$ cat src/rtl/tbu_ctrl_if.sv
// Handshake and PMU-side bus of the Viterbi traceback controller.
// The master modport is the controller's view; slave is the environment's view.
interface tbu_ctrl_if #(
  parameter int TBL      = 15,
  parameter int PM_WIDTH = 8
);
  localparam int AW = $clog2(TBL);

  logic                sym_valid_i;
  logic                sym_ready_o;
  logic                acs_valid_o;
  logic                flush_i;
  logic [PM_WIDTH-1:0] pm_s0_i;
  logic [PM_WIDTH-1:0] pm_s1_i;
  logic [PM_WIDTH-1:0] pm_s2_i;
  logic [PM_WIDTH-1:0] pm_s3_i;
  logic [AW-1:0]       tb_addr_o;
  logic [3:0]          tb_data_i;
  logic                bit_o;
  logic                bit_valid_o;
  logic                bit_ready_i;
  logic                busy_o;
  logic                flush_done_o;

  modport master (
    input  sym_valid_i, flush_i, pm_s0_i, pm_s1_i, pm_s2_i, pm_s3_i,
           tb_data_i, bit_ready_i,
    output sym_ready_o, acs_valid_o, tb_addr_o, bit_o, bit_valid_o,
           busy_o, flush_done_o
  );

  modport slave (
    output sym_valid_i, flush_i, pm_s0_i, pm_s1_i, pm_s2_i, pm_s3_i,
           tb_data_i, bit_ready_i,
    input  sym_ready_o, acs_valid_o, tb_addr_o, bit_o, bit_valid_o,
           busy_o, flush_done_o
  );
endinterface

$ cat src/rtl/tbu_ctrl.sv
// Traceback controller for the 4-state (K=3) Viterbi decoder: gates PMU writes,
// walks the survivor path from the best-metric state and emits decoded bits.
module tbu_ctrl #(
  parameter int TBL      = 15,
  parameter int PM_WIDTH = 8
) (
  input  logic         clk,
  input  logic         rst_n,
  tbu_ctrl_if.master   bus
);

  localparam int AW = $clog2(TBL);
  localparam int CW = $clog2(TBL + 1);

  localparam logic [AW-1:0] ADDR_LAST = AW'(TBL - 1);
  localparam logic [CW-1:0] CNT_FULL  = CW'(TBL);

  localparam logic [2:0] ST_IDLE   = 3'd0;
  localparam logic [2:0] ST_TRACE  = 3'd1;
  localparam logic [2:0] ST_EMIT   = 3'd2;
  localparam logic [2:0] ST_FTRACE = 3'd3;
  localparam logic [2:0] ST_FEMIT  = 3'd4;

  logic [2:0]     state_q,      state_d;
  logic [CW-1:0]  pend_cnt_q,   pend_cnt_d;
  logic           flush_req_q,  flush_req_d;
  logic [1:0]     cur_q,        cur_d;
  logic           first_q,      first_d;
  logic [AW-1:0]  tb_addr_q,    tb_addr_d;
  logic [AW-1:0]  idx_q,        idx_d;
  logic [TBL-1:0] dec_buf_q,    dec_buf_d;
  logic           bit_q,        bit_d;
  logic           bit_valid_q,  bit_valid_d;
  logic           flush_done_q, flush_done_d;
  logic           busy_q,       busy_d;

  logic           sym_ready_s;
  logic           write_s;
  logic [1:0]     cur_eff_s;
  logic [1:0]     pred_s;
  logic [AW-1:0]  start_idx_s;

  // Lowest path metric wins; ties resolve to the lower state index.
  function automatic logic [1:0] argmin4(
    input logic [PM_WIDTH-1:0] m0,
    input logic [PM_WIDTH-1:0] m1,
    input logic [PM_WIDTH-1:0] m2,
    input logic [PM_WIDTH-1:0] m3
  );
    logic [1:0]          i01;
    logic [1:0]          i23;
    logic [PM_WIDTH-1:0] v01;
    logic [PM_WIDTH-1:0] v23;
    if (m1 < m0) begin
      i01 = 2'd1;
      v01 = m1;
    end else begin
      i01 = 2'd0;
      v01 = m0;
    end
    if (m3 < m2) begin
      i23 = 2'd3;
      v23 = m3;
    end else begin
      i23 = 2'd2;
      v23 = m2;
    end
    if (v23 < v01) begin
      return i23;
    end else begin
      return i01;
    end
  endfunction

  // Handshake gating and survivor-path step for the current traceback cycle.
  always_comb begin
    sym_ready_s = rst_n && (state_q == ST_IDLE) && !flush_req_q;
    write_s     = bus.sym_valid_i && sym_ready_s;
    if (first_q) begin
      cur_eff_s = argmin4(bus.pm_s0_i, bus.pm_s1_i, bus.pm_s2_i, bus.pm_s3_i);
    end else begin
      cur_eff_s = cur_q;
    end
    pred_s      = {cur_eff_s[0], bus.tb_data_i[cur_eff_s]};
    start_idx_s = AW'(CNT_FULL - pend_cnt_q);
  end

  // Next-state logic for the FSM, counters, decision buffer and outputs.
  always_comb begin
    state_d      = state_q;
    pend_cnt_d   = pend_cnt_q;
    flush_req_d  = flush_req_q;
    cur_d        = cur_q;
    first_d      = first_q;
    tb_addr_d    = tb_addr_q;
    idx_d        = idx_q;
    dec_buf_d    = dec_buf_q;
    bit_d        = bit_q;
    bit_valid_d  = bit_valid_q;
    flush_done_d = 1'b0;

    case (state_q)
      ST_IDLE: begin
        if (write_s) begin
          pend_cnt_d = pend_cnt_q + CW'(1);
          if (bus.flush_i) begin
            flush_req_d = 1'b1;
          end else begin
            flush_req_d = flush_req_q;
          end
          if (pend_cnt_q + CW'(1) == CNT_FULL) begin
            state_d   = ST_TRACE;
            tb_addr_d = ADDR_LAST;
            first_d   = 1'b1;
          end else begin
            state_d = ST_IDLE;
          end
        end else if (flush_req_q || bus.flush_i) begin
          if (pend_cnt_q != '0) begin
            state_d     = ST_FTRACE;
            flush_req_d = 1'b1;
            tb_addr_d   = ADDR_LAST;
            first_d     = 1'b1;
          end else begin
            flush_done_d = 1'b1;
            flush_req_d  = 1'b0;
          end
        end else begin
          state_d = ST_IDLE;
        end
      end

      ST_TRACE, ST_FTRACE: begin
        if (bus.flush_i) begin
          flush_req_d = 1'b1;
        end else begin
          flush_req_d = flush_req_q;
        end
        dec_buf_d[tb_addr_q] = cur_eff_s[1];
        cur_d                = pred_s;
        first_d              = 1'b0;
        if (tb_addr_q == '0) begin
          bit_valid_d = 1'b1;
          if (state_q == ST_TRACE) begin
            state_d = ST_EMIT;
            bit_d   = cur_eff_s[1];
          end else begin
            // Oldest still-undecoded stage sits at TBL-pend_cnt.
            state_d = ST_FEMIT;
            idx_d   = start_idx_s;
            bit_d   = dec_buf_d[start_idx_s];
          end
        end else begin
          tb_addr_d = tb_addr_q - AW'(1);
        end
      end

      ST_EMIT: begin
        if (bus.flush_i) begin
          flush_req_d = 1'b1;
        end else begin
          flush_req_d = flush_req_q;
        end
        if (bus.bit_ready_i) begin
          bit_valid_d = 1'b0;
          pend_cnt_d  = pend_cnt_q - CW'(1);
          state_d     = ST_IDLE;
        end else begin
          state_d = ST_EMIT;
        end
      end

      ST_FEMIT: begin
        if (bus.bit_ready_i) begin
          if (idx_q == ADDR_LAST) begin
            bit_valid_d  = 1'b0;
            pend_cnt_d   = '0;
            flush_done_d = 1'b1;
            flush_req_d  = 1'b0;
            state_d      = ST_IDLE;
          end else begin
            idx_d = idx_q + AW'(1);
            bit_d = dec_buf_q[idx_d];
          end
        end else begin
          state_d = ST_FEMIT;
        end
      end

      default: begin
        state_d     = ST_IDLE;
        pend_cnt_d  = '0;
        flush_req_d = 1'b0;
        bit_valid_d = 1'b0;
      end
    endcase

    busy_d = (state_d != ST_IDLE);
  end

  // State registers with synchronous active-low reset.
  always_ff @(posedge clk) begin
    if (!rst_n) begin
      state_q      <= ST_IDLE;
      pend_cnt_q   <= '0;
      flush_req_q  <= 1'b0;
      cur_q        <= 2'd0;
      first_q      <= 1'b0;
      tb_addr_q    <= '0;
      idx_q        <= '0;
      dec_buf_q    <= '0;
      bit_q        <= 1'b0;
      bit_valid_q  <= 1'b0;
      flush_done_q <= 1'b0;
      busy_q       <= 1'b0;
    end else begin
      state_q      <= state_d;
      pend_cnt_q   <= pend_cnt_d;
      flush_req_q  <= flush_req_d;
      cur_q        <= cur_d;
      first_q      <= first_d;
      tb_addr_q    <= tb_addr_d;
      idx_q        <= idx_d;
      dec_buf_q    <= dec_buf_d;
      bit_q        <= bit_d;
      bit_valid_q  <= bit_valid_d;
      flush_done_q <= flush_done_d;
      busy_q       <= busy_d;
    end
  end

  assign bus.sym_ready_o  = sym_ready_s;
  assign bus.acs_valid_o  = write_s;
  assign bus.tb_addr_o    = tb_addr_q;
  assign bus.bit_o        = bit_q;
  assign bus.bit_valid_o  = bit_valid_q;
  assign bus.busy_o       = busy_q;
  assign bus.flush_done_o = flush_done_q;

endmodule

$ cat src/flat_wrapper.sv
// flat-port wrapper written by rule: the top's interface ports become plain ports
module tbu_ctrl_flat 
#(
  parameter int TBL      = 15,
  parameter int PM_WIDTH = 8
)
  (clk, rst_n, bus_sym_valid_i, bus_flush_i, bus_pm_s0_i, bus_pm_s1_i, bus_pm_s2_i, bus_pm_s3_i, bus_tb_data_i, bus_bit_ready_i, bus_sym_ready_o, bus_acs_valid_o, bus_tb_addr_o, bus_bit_o, bus_bit_valid_o, bus_busy_o, bus_flush_done_o);
  tbu_ctrl_if #(.TBL(TBL), .PM_WIDTH(PM_WIDTH)) bus_i ();
  input  logic clk;
  input  logic rst_n;
  input wire logic [$bits(bus_i.sym_valid_i)-1:0] bus_sym_valid_i;
  input wire logic [$bits(bus_i.flush_i)-1:0] bus_flush_i;
  input wire logic [$bits(bus_i.pm_s0_i)-1:0] bus_pm_s0_i;
  input wire logic [$bits(bus_i.pm_s1_i)-1:0] bus_pm_s1_i;
  input wire logic [$bits(bus_i.pm_s2_i)-1:0] bus_pm_s2_i;
  input wire logic [$bits(bus_i.pm_s3_i)-1:0] bus_pm_s3_i;
  input wire logic [$bits(bus_i.tb_data_i)-1:0] bus_tb_data_i;
  input wire logic [$bits(bus_i.bit_ready_i)-1:0] bus_bit_ready_i;
  output wire logic [$bits(bus_i.sym_ready_o)-1:0] bus_sym_ready_o;
  output wire logic [$bits(bus_i.acs_valid_o)-1:0] bus_acs_valid_o;
  output wire logic [$bits(bus_i.tb_addr_o)-1:0] bus_tb_addr_o;
  output wire logic [$bits(bus_i.bit_o)-1:0] bus_bit_o;
  output wire logic [$bits(bus_i.bit_valid_o)-1:0] bus_bit_valid_o;
  output wire logic [$bits(bus_i.busy_o)-1:0] bus_busy_o;
  output wire logic [$bits(bus_i.flush_done_o)-1:0] bus_flush_done_o;
  assign bus_i.sym_valid_i = bus_sym_valid_i;
  assign bus_i.flush_i = bus_flush_i;
  assign bus_i.pm_s0_i = bus_pm_s0_i;
  assign bus_i.pm_s1_i = bus_pm_s1_i;
  assign bus_i.pm_s2_i = bus_pm_s2_i;
  assign bus_i.pm_s3_i = bus_pm_s3_i;
  assign bus_i.tb_data_i = bus_tb_data_i;
  assign bus_i.bit_ready_i = bus_bit_ready_i;
  assign bus_sym_ready_o = bus_i.sym_ready_o;
  assign bus_acs_valid_o = bus_i.acs_valid_o;
  assign bus_tb_addr_o = bus_i.tb_addr_o;
  assign bus_bit_o = bus_i.bit_o;
  assign bus_bit_valid_o = bus_i.bit_valid_o;
  assign bus_busy_o = bus_i.busy_o;
  assign bus_flush_done_o = bus_i.flush_done_o;
  tbu_ctrl #(.TBL(TBL), .PM_WIDTH(PM_WIDTH)) u_core (.clk(clk), .rst_n(rst_n), .bus(bus_i));
endmodule
$ cat config.mk
export PLATFORM = sky130hd
export DESIGN_NAME = tbu_ctrl_flat
export DESIGN_NICKNAME = d
export VERILOG_FILES = /design/src/rtl/tbu_ctrl_if.sv /design/src/rtl/tbu_ctrl.sv /design/src/flat_wrapper.sv
export SDC_FILE = /design/constraint.sdc
export NUM_CORES = 1
export LEC_CHECK = 0
export ABC_CLOCK_PERIOD_IN_PS = 5050
export CAP_MARGIN = 20
export CORE_MARGIN = 3
export CORE_UTILIZATION = 30
export CTS_BUF_LIST = sky130_fd_sc_hd__clkbuf_4
export CTS_CLUSTER_DIAMETER = 50
export DETAILED_ROUTE_END_ITERATION = 8
export PLACE_DENSITY = 0.53
export SYNTH_ARGS = -nofsm -noshare
export SYNTH_HDL_FRONTEND = slang
export SYNTH_SLANG_ARGS = --single-unit
$ cat constraint.sdc
create_clock -name clk -period 5.05 [get_ports clk]
set_input_delay 0.505 -clock clk [delete_from_list [all_inputs] [get_ports clk]]
set_output_delay 0.505 -clock clk [all_outputs]
set_load 0.02 [all_outputs]
==> results_slide.txt, run 1 <==
Implementation Results

Drt
  • Pre-antenna DRT Iters: 4
  • Top layer in use: met4
  • Met2 WL: 4170 um
  • Antenna viol nets, final: 0
  • Wl on met1: 4700 um
  • Initial DRC Count: 189
  • # DRC: 0
  • Final WL: 9390 um
  • DR WL/cell: 15.1 um
  • Met3 WL post-DR: 480 um
  • Routed vias/inst: 5.33
  • Vias: 3327

Final timing
  • Worst Skew: 9.63 ps
  • Post-Route Setup TNS: 0 ps
  • Measured slew at the worst slew-check pin: 933 ps
  • Unrepaired setup endpoints after global routing: no
  • Minimum clock period: 4390 ps
  • Post-route setup slack: 660 ps
  • Final Setup Violations: 0
  • Cycle use final: 86.9%
  • Fin. max-slew vios: 0
  • Slew HR: 37.7%

Yosys
  • AND/OR/NAND/NOR Cells, Area Fraction: 23.7%
  • Async SR Flop Fraction: 0%
  • Yosys warning count: 0
  • Max-area cell share: 23.3%
  • Synth Net Count: 526
  • YS chip area: 3270 um2
  • Synth Cell Area: 3270 um2
  • Synth Flop Type: dfxtp_1
  • Flop and latch count out of synthesis: 38
  • Post-synthesis cell type count: 56
  • Ys cells: 454
  • Avg Inst Size Synth: 7.20 um2
  • Top cells by area: dfxtp_1 (23%), ha_1 (12%), a21oi_1 (9.2%)
  • Synth Seq Share: 23.3%
  • Adder Share, Synth: 11.9%
  • Number of enable flip-flop cells: 0
  • Synth area leader: dfxtp_1
  • Dominant comb cell: AND-OR/OR-AND gates
  • Cells after Synth: 454
  • Mux cell area share: 6.01%
  • Count leader, synth: nand2_1
  • Top cells by count: nand2_1 (69), a21oi_1 (60), nor2_1 (42)
  • Compound Share, Synth: 27.4%

Power
  • Top power group: combinational logic
  • Comb pwr: 0.766 mW
  • Int Power: 0.717 mW
  • Worst vdd ir: 0.000149 V
  • Flop pwr share: 33.5%
  • Comb power frac: 54.9%
  • Pleak: 1.51 nW
  • Net Sw Power: 0.678 mW
  • Clock share of power: 11.5%
  • Pwr Density: 356 nW/um2
  • P_clk: 0.161 mW

Flow run
  • Total of max-cap violations: 0

Place
  • Placed cells: 616
  • Global placer's final weighted congestion: 0.848
  • Pre-CTS setup slack: 304 ps
  • Placed instance area: 3860 um2
  • Post-DP HPWL: 7070 um

Worst setup path
  • Worst Setup EP: u_core.cur_q[0]
  • CP Launch Point: bus_pm_s2_i[1]
  • CP Buf/Inv Count: 3
  • Crit path cell chain: clkdlybuf4s50_1 -> inv_1 -> ha_1 -> a2111o_1 -> a21oi_4 -> o21ai_0 -> ha_1 -> a21o_1 -> a21oi_1 -> nor2_1 -> a2111oi_0 -> buf_4 -> mux2i_1 -> a21oi_4 -> mux4_2 -> a31o_1
  • Startpoint types: input port
  • Worst R2R End: u_core.bus.bit_o
  • CP Data Arrival Time: 4630 ps
  • Worst EP required: 5290 ps
  • Slowest stage delay, CP: 530 ps
  • Critical Path Stages: 16
  • Critical Path Sink Type: flip-flop
  • R2r setup slk: 1780 ps
  • Worst setup path class: in2reg
  • FF-to-FF path depth: 9

Clock network
  • CTS H-tree lvls: 2
  • Num CTS Buffers: 5
  • Postcts setup bufs: 0
  • Clk sink count: 38
  • Worst-path clk slew: 120 ps
  • Post_cts resized: 0
  • Clk latency late pin: 340 ps
  • Hold_buf cts: 0
  • CTS max path bufs: 2

Layout
  • Layout cells sized above 1: 4.92%
  • Fillers: 1150
  • Most frequent cells in the layout: nand2_1 (69), a21oi_1 (60), clkdlybuf4s50_1 (50), nor2_1 (42), dfxtp_1 (38)
  • Logic inverters: 27
  • Comb area share: 58.7%
  • ClkCell Share: 1.37%
  • Comb_multi_in: 361
  • Dominant logic cell type in the layout: nand2_1
  • Synthesis-to-finish area growth: 19.8%
  • Finished Cell Area: 3920 um2
  • Flop Count: 38
  • NonClk Buf Share: 13.6%
  • Ant diodes: 0
  • Net count, final: 559
  • Largest class: combinational gates
  • Most flops, register: u_core.dec_buf_q

Die
  • Tap cells: 136
  • Fp_density: 31.2%
  • Rows: 37
  • I/O pin cnt: 51
  • Floorplan core area: 10500 um2
  • Die Size: 12200 um2
  • Die span in x: 110 um

Global route
  • GR Layer Usage met3: 2.56%
  • First-pass GRT wire length: 15400 um
  • Vias in the first global route: 3124
  • Largest net degree at the start of global routing: 34
  • Grt ovf: 0
  • Met2 Use GR: 25.2%
  • Total Routing Usage GR: 15.8%
  • Initial antenna violation count: 0

Min path
  • Hold_sp: u_core.dec_buf_q[4]
  • Min-Delay Path Depth: 2
  • Hold Path End: u_core.dec_buf_q[4]

Outcome
  • Outcome: complete, no violations
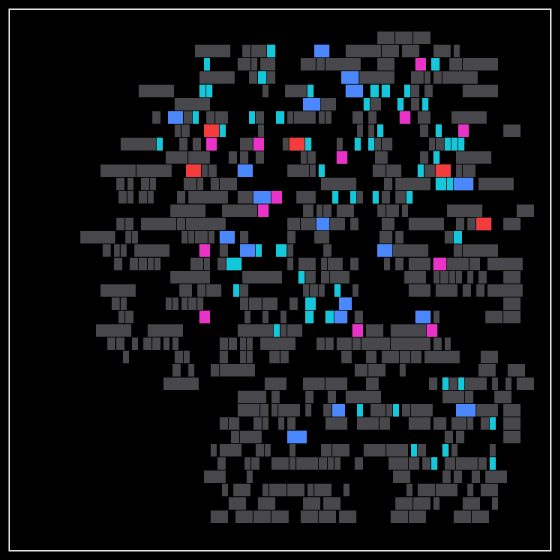
**Above:** run 1 (logic cells by family).
AND-OR and OR-AND gates: shown in blue, cells 18. NOR gates: shown in cyan, cells 55. AND and OR gates: shown in magenta, cells 13. XOR/XNOR gates: shown in red, cells 5.

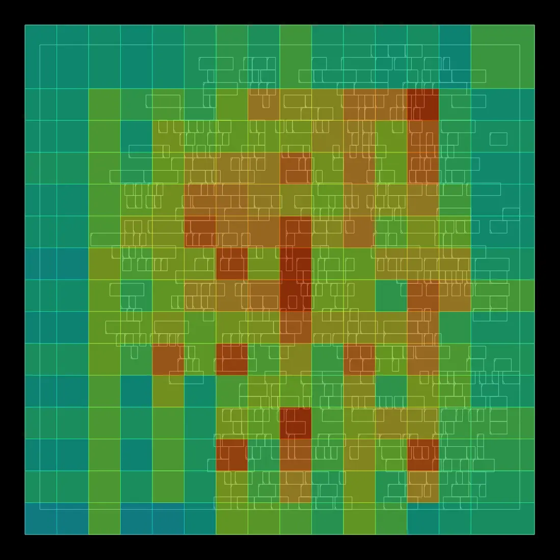
**Above:** run 1 (congestion heat map).
global-route met1 utilization: 23.1%
Core Util, Final: 37.4%

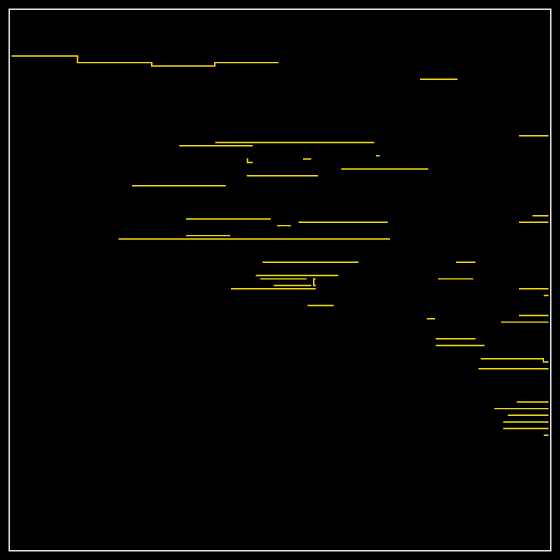
**Above:** run 1 (M3 wires).
The longest straight run is 55.2 um. The wires run mostly horizontal. The layer carries 480 um of wire. The layer holds 5.1% of the routed length.

==> run 2: changes to the inputs <==
--- a/config.mk
+++ b/config.mk
@@ -5,14 +5,14 @@
 export SDC_FILE = /design/constraint.sdc
 export NUM_CORES = 1
 export LEC_CHECK = 0
-export ABC_CLOCK_PERIOD_IN_PS = 5050
+export ABC_CLOCK_PERIOD_IN_PS = 5200
 export CAP_MARGIN = 20
 export CORE_MARGIN = 3
 export CORE_UTILIZATION = 30
 export CTS_BUF_LIST = sky130_fd_sc_hd__clkbuf_4
 export CTS_CLUSTER_DIAMETER = 50
 export DETAILED_ROUTE_END_ITERATION = 8
-export PLACE_DENSITY = 0.53
+export PLACE_DENSITY = 0.57
 export SYNTH_ARGS = -nofsm -noshare
 export SYNTH_HDL_FRONTEND = slang
 export SYNTH_SLANG_ARGS = --single-unit
==> constraint.sdc (replaced) <==
create_clock -name clk -period 5.2 [get_ports clk]
set_input_delay 0.52 -clock clk [delete_from_list [all_inputs] [get_ports clk]]
set_output_delay 0.52 -clock clk [all_outputs]
set_load 0.02 [all_outputs]
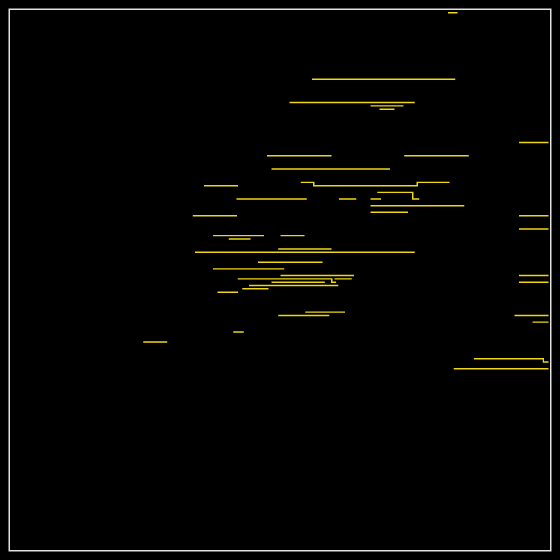
**Above:** run 2 (M3 wires).
The layer holds 5.2% of the routed length. The wires run mostly horizontal.

==> run 2 against run 1 <==
  * Critical path depth stayed put
  * First-iteration DRC count is 46% higher
  * Clock power hardly changed
  * Setup slack better by 24 ps
  * Total power is 2.9% lower
  * Count of clock-buffer cells in the layout is 1 higher
  * Cell area is 0.22% lower
  * Largest power group unchanged
  * Highest routed layer unchanged
==> results_slide.txt, run 2 <==
Implementation Results

Outcome
  • Outcome: complete, no violations (unchanged)

Yosys
  • Max-area cell share: 23.3% (unchanged)
  • Adder Share, Synth: 11.9% (unchanged)
  • Compound Share, Synth: 27.4% (unchanged)
  • Flop and latch count out of synthesis: 38 (unchanged)
  • Avg Inst Size Synth: 7.20 um2 (unchanged)
  • Synth Cell Area: 3270 um2 (unchanged)
  • Top cells by count: nand2_1 (69), a21oi_1 (60), nor2_1 (42) (unchanged)
  • Synth Seq Share: 23.3% (unchanged)
  • Dominant comb cell: AND-OR/OR-AND gates (unchanged)
  • Yosys warning count: 0 (unchanged)
  • YS chip area: 3270 um2 (unchanged)
  • Synth area leader: dfxtp_1 (unchanged)
  • Cells after Synth: 454 (unchanged)
  • Top cells by area: dfxtp_1 (23%), ha_1 (12%), a21oi_1 (9.2%) (unchanged)
  • Count leader, synth: nand2_1 (unchanged)
  • Async SR Flop Fraction: 0% (unchanged)

Power
  • Comb pwr: 0.736 mW (was 0.766 mW)
  • Clock share of power: 12.1% (was 11.5%)
  • Top power group: combinational logic (unchanged)
  • Comb power frac: 54.3% (was 54.9%)
  • Worst vdd ir: 0.000196 V (was 0.000149 V)
  • Net Sw Power: 0.655 mW (was 0.678 mW)
  • Flop pwr share: 33.6% (was 33.5%)
  • Int Power: 0.699 mW (was 0.717 mW)
  • Pwr Density: 347 nW/um2 (was 356 nW/um2)

Layout
  • Flop Count: 38 (unchanged)
  • Synthesis-to-finish area growth: 19.5% (was 19.8%)
  • Dominant logic cell type in the layout: nand2_1 (unchanged)
  • Ant diodes: 0 (unchanged)
  • Logic inverters: 27 (unchanged)
  • Most flops, register: u_core.dec_buf_q (unchanged)
  • Layout cells sized above 1: 4.73% (was 4.92%)
  • Fillers: 1130 (was 1150)
  • Finished Cell Area: 3910 um2 (was 3920 um2)
  • NonClk Buf Share: 13.4% (was 13.6%)
  • Net count, final: 558 (was 559)
  • Largest class: combinational gates (unchanged)
  • Core Util, Final: 37.3% (was 37.4%)

Global route
  • Grt ovf: 0 (unchanged)
  • Vias in the first global route: 3058 (was 3124)
  • Largest net degree at the start of global routing: 34 (unchanged)
  • Total Routing Usage GR: 15.8% (about the same)
  • Initial antenna violation count: 0 (unchanged)
  • First-pass GRT wire length: 15500 um (was 15400 um)

Drt
  • Antenna viol nets, final: 0 (unchanged)
  • Vias: 3313 (was 3327)
  • Met2 WL: 4270 um (was 4170 um)
  • Met3 WL post-DR: 491 um (was 480 um)
  • DR WL/cell: 15.1 um (about the same)
  • Initial DRC Count: 276 (was 189)
  • Pre-antenna DRT Iters: 5 (was 4)
  • Final WL: 9410 um (was 9390 um)
  • Wl on met1: 4590 um (was 4700 um)
  • Routed vias/inst: 5.33 (about the same)
  • Top layer in use: met4 (unchanged)

Die
  • I/O pin cnt: 51 (unchanged)
  • Die span in x: 110 um (unchanged)
  • Fp_density: 31.2% (unchanged)
  • Floorplan core area: 10500 um2 (unchanged)
  • Die Size: 12200 um2 (unchanged)
  • Rows: 37 (unchanged)
  • Tap cells: 136 (unchanged)

Place
  • Placed cells: 615 (was 616)
  • Placed instance area: 3850 um2 (was 3860 um2)
  • Post-DP HPWL: 7090 um (was 7070 um)

Min path
  • Hold_sp: u_core.dec_buf_q[12] (was u_core.dec_buf_q[4])

Clock network
  • Clk sink count: 38 (unchanged)
  • CTS H-tree lvls: 2 (unchanged)
  • Clk latency late pin: 360 ps (was 340 ps)
  • Hold_buf cts: 0 (unchanged)
  • Post_cts resized: 0 (unchanged)

Final timing
  • Post-Route Setup TNS: 0 ps (unchanged)
  • Cycle use final: 86.8%
  • Measured slew at the worst slew-check pin: 955 ps (was 933 ps)
  • Worst Skew: 16.6 ps (was 9.63 ps)
  • Fin. max-slew vios: 0 (unchanged)
  • Unrepaired setup endpoints after global routing: no (unchanged)
  • Slew HR: 36.2% (was 37.7%)
  • Minimum clock period: 4520 ps

Worst setup path
  • CP Launch Point: bus_pm_s0_i[1] (was bus_pm_s2_i[1])
  • Worst EP required: 5460 ps (was 5290 ps)
  • Worst setup path class: in2reg (unchanged)
  • Critical Path Stages: 16 (unchanged)
  • CP Buf/Inv Count: 3 (unchanged)
  • CP Data Arrival Time: 4770 ps (was 4630 ps)
  • Worst R2R End: u_core.bus.bit_o (unchanged)
  • Crit path cell chain: clkdlybuf4s50_1 -> inv_1 -> ha_1 -> a2111o_1 -> a21oi_2 -> nor2_1 -> a21oi_1 -> ha_1 -> nand4_1 -> nor2_1 -> a2111oi_0 -> buf_4 -> mux2i_1 -> a21oi_4 -> mux4_2 -> a31o_1 (was clkdlybuf4s50_1 -> inv_1 -> ha_1 -> a2111o_1 -> a21oi_4 -> o21ai_0 -> ha_1 -> a21o_1 -> a21oi_1 -> nor2_1 -> a2111oi_0 -> buf_4 -> mux2i_1 -> a21oi_4 -> mux4_2 -> a31o_1)
  • R2r setup slk: 2010 ps (was 1780 ps)
  • FF-to-FF path depth: 9 (unchanged)
  • Slowest stage delay, CP: 530 ps (about the same)
  • Startpoint types: input port (unchanged)

Flow run
  • Total of max-cap violations: 0 (unchanged)
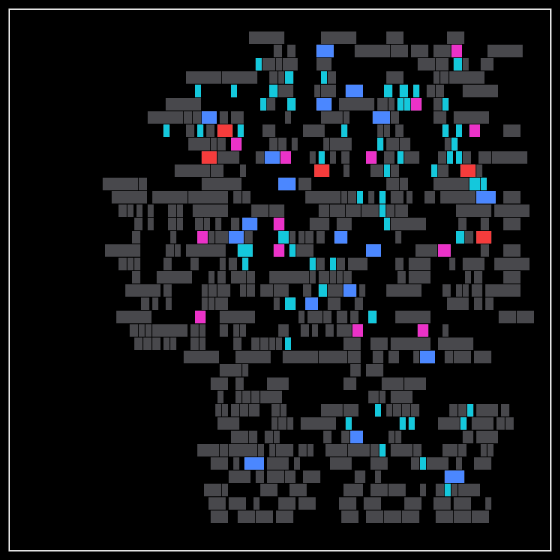
**Above:** run 2 (logic cells by family).
NOR gates: shown in cyan, cells 55. AND-OR and OR-AND gates: shown in blue, cells 18. AND and OR gates: shown in magenta, cells 13. XOR/XNOR gates: shown in red, cells 5.

==> run 3: changes to the inputs <==
--- a/config.mk
+++ b/config.mk
@@ -12,7 +12,8 @@
 export CTS_BUF_LIST = sky130_fd_sc_hd__clkbuf_4
 export CTS_CLUSTER_DIAMETER = 50
 export DETAILED_ROUTE_END_ITERATION = 8
-export PLACE_DENSITY = 0.57
+export DONT_BUFFER_PORTS = 1
+export PLACE_DENSITY = 0.51
 export SYNTH_ARGS = -nofsm -noshare
 export SYNTH_HDL_FRONTEND = slang
 export SYNTH_SLANG_ARGS = --single-unit
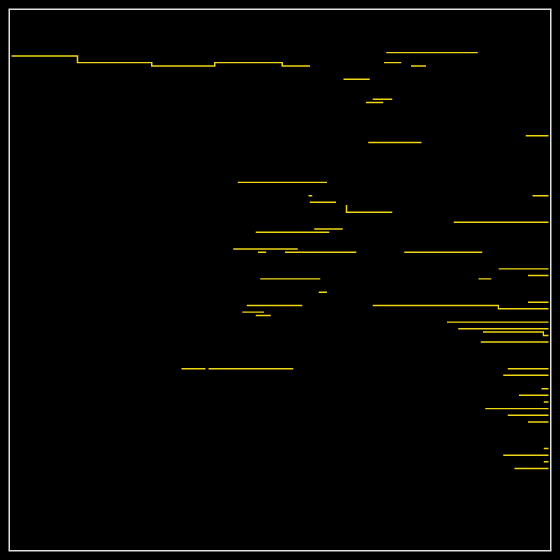
**Above:** run 3 (M3 wires).
The wires run mostly horizontal. The layer carries 477 um of wire. 42 nets have wire on it. The longest straight run is 25.5 um.

==> run 3 against run 2 <==
  * Final cell count decreased by 8.0%
  * Fmax rose by 1.9%
  * Hold slack lost 220 ps
  * Critical path type unchanged
  * Synthesized area unchanged
  * Highest routed layer unchanged
==> results_slide.txt, run 3 <==
Implementation Results

Final timing
  • Hold_ws: 266 ps (was 485 ps)
  • Minimum clock period: 4430 ps (was 4520 ps)
  • Measured slew at the worst slew-check pin: 916 ps (was 955 ps)
  • Unrepaired setup endpoints after global routing: no (unchanged)
  • Cycle use final: 85.2% (was 86.8%)
  • Final Setup Violations: 0 (unchanged)
  • Post-route setup slack: 770 ps (was 684 ps)
  • Fin. max-slew vios: 0 (unchanged)
  • Slew HR: 38.8% (was 36.2%)
  • Worst Skew: 17.5 ps (was 16.6 ps)

Layout
  • Synthesis-to-finish area growth: 4.02% (was 19.5%)
  • Most flops, register: u_core.dec_buf_q (unchanged)
  • Most frequent cells in the layout: nand2_1 (69), a21oi_1 (60), nor2_1 (42), dfxtp_1 (38), ha_1 (31) (was nand2_1 (69), a21oi_1 (60), clkdlybuf4s50_1 (50), nor2_1 (42), dfxtp_1 (38))
  • Logic inverters: 27 (unchanged)
  • Finished Cell Area: 3400 um2 (was 3910 um2)
  • Dominant logic cell type in the layout: nand2_1 (unchanged)
  • NonClk Buf Share: 0.442% (was 13.4%)
  • Fillers: 1126 (was 1130)
  • ClkCell Share: 1.58% (was 1.35%)
  • Core Util, Final: 32.5% (was 37.3%)
  • Net count, final: 507 (was 558)
  • Comb_multi_in: 361 (unchanged)
  • Comb area share: 67.6% (was 58.8%)
  • Largest class: combinational gates (unchanged)
  • Ant diodes: 0 (unchanged)
  • Layout cells sized above 1: 5.05% (was 4.73%)

Min path
  • Min-Delay Path Depth: 2 (unchanged)
  • Hold_sp: rst_n (was u_core.dec_buf_q[12])
  • Hold Path End: u_core.bus.tb_addr_o[1] (was u_core.dec_buf_q[12])

Yosys
  • Top cells by area: dfxtp_1 (23%), ha_1 (12%), a21oi_1 (9.2%) (unchanged)
  • Compound Share, Synth: 27.4% (unchanged)
  • Count leader, synth: nand2_1 (unchanged)
  • Ys cells: 454 (unchanged)
  • Yosys warning count: 0 (unchanged)
  • YS chip area: 3270 um2 (unchanged)
  • Synth Net Count: 526 (unchanged)
  • Cells after Synth: 454 (unchanged)
  • Dominant comb cell: AND-OR/OR-AND gates (unchanged)
  • Top cells by count: nand2_1 (69), a21oi_1 (60), nor2_1 (42) (unchanged)
  • Synth area leader: dfxtp_1 (unchanged)
  • Synth Seq Share: 23.3% (unchanged)
  • Mux cell area share: 6.01% (unchanged)
  • Flop and latch count out of synthesis: 38 (unchanged)
  • Avg Inst Size Synth: 7.20 um2 (unchanged)
  • Max-area cell share: 23.3% (unchanged)
  • AND/OR/NAND/NOR Cells, Area Fraction: 23.7% (unchanged)
  • Synth Cell Area: 3270 um2 (unchanged)
  • Adder Share, Synth: 11.9% (unchanged)

Drt
  • Vias: 3087 (was 3313)
  • Pre-antenna DRT Iters: 5 (unchanged)
  • Routed vias/inst: 5.40 (was 5.33)
  • Met3 WL post-DR: 477 um (was 491 um)
  • # DRC: 0 (unchanged)
  • Wl on met1: 4500 um (was 4590 um)
  • Top layer in use: met4 (unchanged)
  • Initial DRC Count: 307 (was 276)
  • DR WL/cell: 15.6 um (was 15.1 um)

Die
  • Fp_density: 31.2% (unchanged)
  • Die span in x: 110 um (unchanged)
  • Die Size: 12200 um2 (unchanged)
  • Tap cells: 136 (unchanged)
  • I/O pin cnt: 51 (unchanged)
  • Rows: 37 (unchanged)
  • Floorplan core area: 10500 um2 (unchanged)

Global route
  • GR Layer Usage met3: 2.56% (was 2.15%)
  • Global-route met1 utilization: 20.4% (was 22.9%)
  • Initial antenna violation count: 0 (unchanged)
  • Met2 Use GR: 24.3% (was 25.4%)
  • Largest net degree at the start of global routing: 35 (was 34)
  • Grt ovf: 0 (unchanged)

Power
  • Int Power: 0.626 mW (was 0.699 mW)
  • Net Sw Power: 0.643 mW (was 0.655 mW)
  • Comb power frac: 49.4% (was 54.3%)
  • Top power group: combinational logic (unchanged)
  • Flop pwr share: 37.8% (was 33.6%)
  • Clock share of power: 12.9% (was 12.1%)
  • Comb pwr: 0.627 mW (was 0.736 mW)

Worst setup path
  • Critical Path Stages: 15 (was 16)
  • Slowest stage delay, CP: 710 ps (was 530 ps)
  • Critical Path Sink Type: flip-flop (unchanged)
  • CP Buf/Inv Count: 1 (was 3)
  • Worst Setup EP: u_core.cur_q[0] (unchanged)
  • CP Launch Point: bus_pm_s0_i[1] (unchanged)
  • Crit path cell chain: inv_1 -> ha_1 -> a2111o_1 -> a21oi_2 -> nor2_1 -> a21oi_1 -> ha_1 -> a21o_1 -> a21oi_1 -> nor2_1 -> a2111oi_0 -> mux2i_1 -> a21oi_4 -> mux4_2 -> a31o_1 (was clkdlybuf4s50_1 -> inv_1 -> ha_1 -> a2111o_1 -> a21oi_2 -> nor2_1 -> a21oi_1 -> ha_1 -> nand4_1 -> nor2_1 -> a2111oi_0 -> buf_4 -> mux2i_1 -> a21oi_4 -> mux4_2 -> a31o_1)
  • Worst EP required: 5460 ps (about the same)
  • R2r setup slk: 1930 ps (was 2010 ps)
  • Startpoint types: input port (unchanged)
  • FF-to-FF path depth: 9 (unchanged)
  • Worst setup path class: in2reg (unchanged)

Clock network
  • Post_cts resized: 0 (unchanged)
  • Clk sink count: 38 (unchanged)
  • Postcts setup bufs: 0 (unchanged)
  • Hold_buf cts: 0 (unchanged)
  • Num CTS Buffers: 5 (unchanged)
  • CTS max path bufs: 2 (unchanged)
  • Worst-path clk slew: 130 ps (was 120 ps)
  • CTS H-tree lvls: 2 (unchanged)

Place
  • Post-DP HPWL: 6540 um (was 7090 um)
  • Pre-CTS setup slack: 385 ps (was 298 ps)
  • Placed cells: 564 (was 615)
  • Placed instance area: 3350 um2 (was 3850 um2)
  • Global placer's final weighted congestion: 0.818 (was 0.848)

Flow run
  • Total of max-cap violations: 0 (unchanged)

Outcome
  • Outcome: complete, no violations (unchanged)
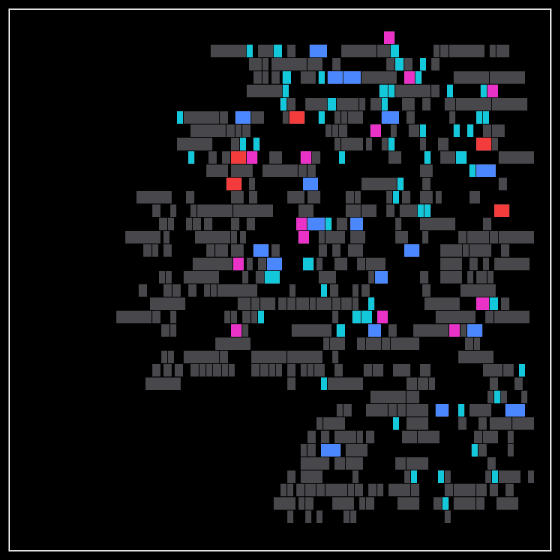
**Above:** run 3 (logic cells by family).
NOR gates: shown in cyan, cells 55. AND and OR gates: shown in magenta, cells 13. XOR/XNOR gates: shown in red, cells 5. AND-OR and OR-AND gates: shown in blue, cells 18.

Power is estimated from default activity; no workload was simulated.
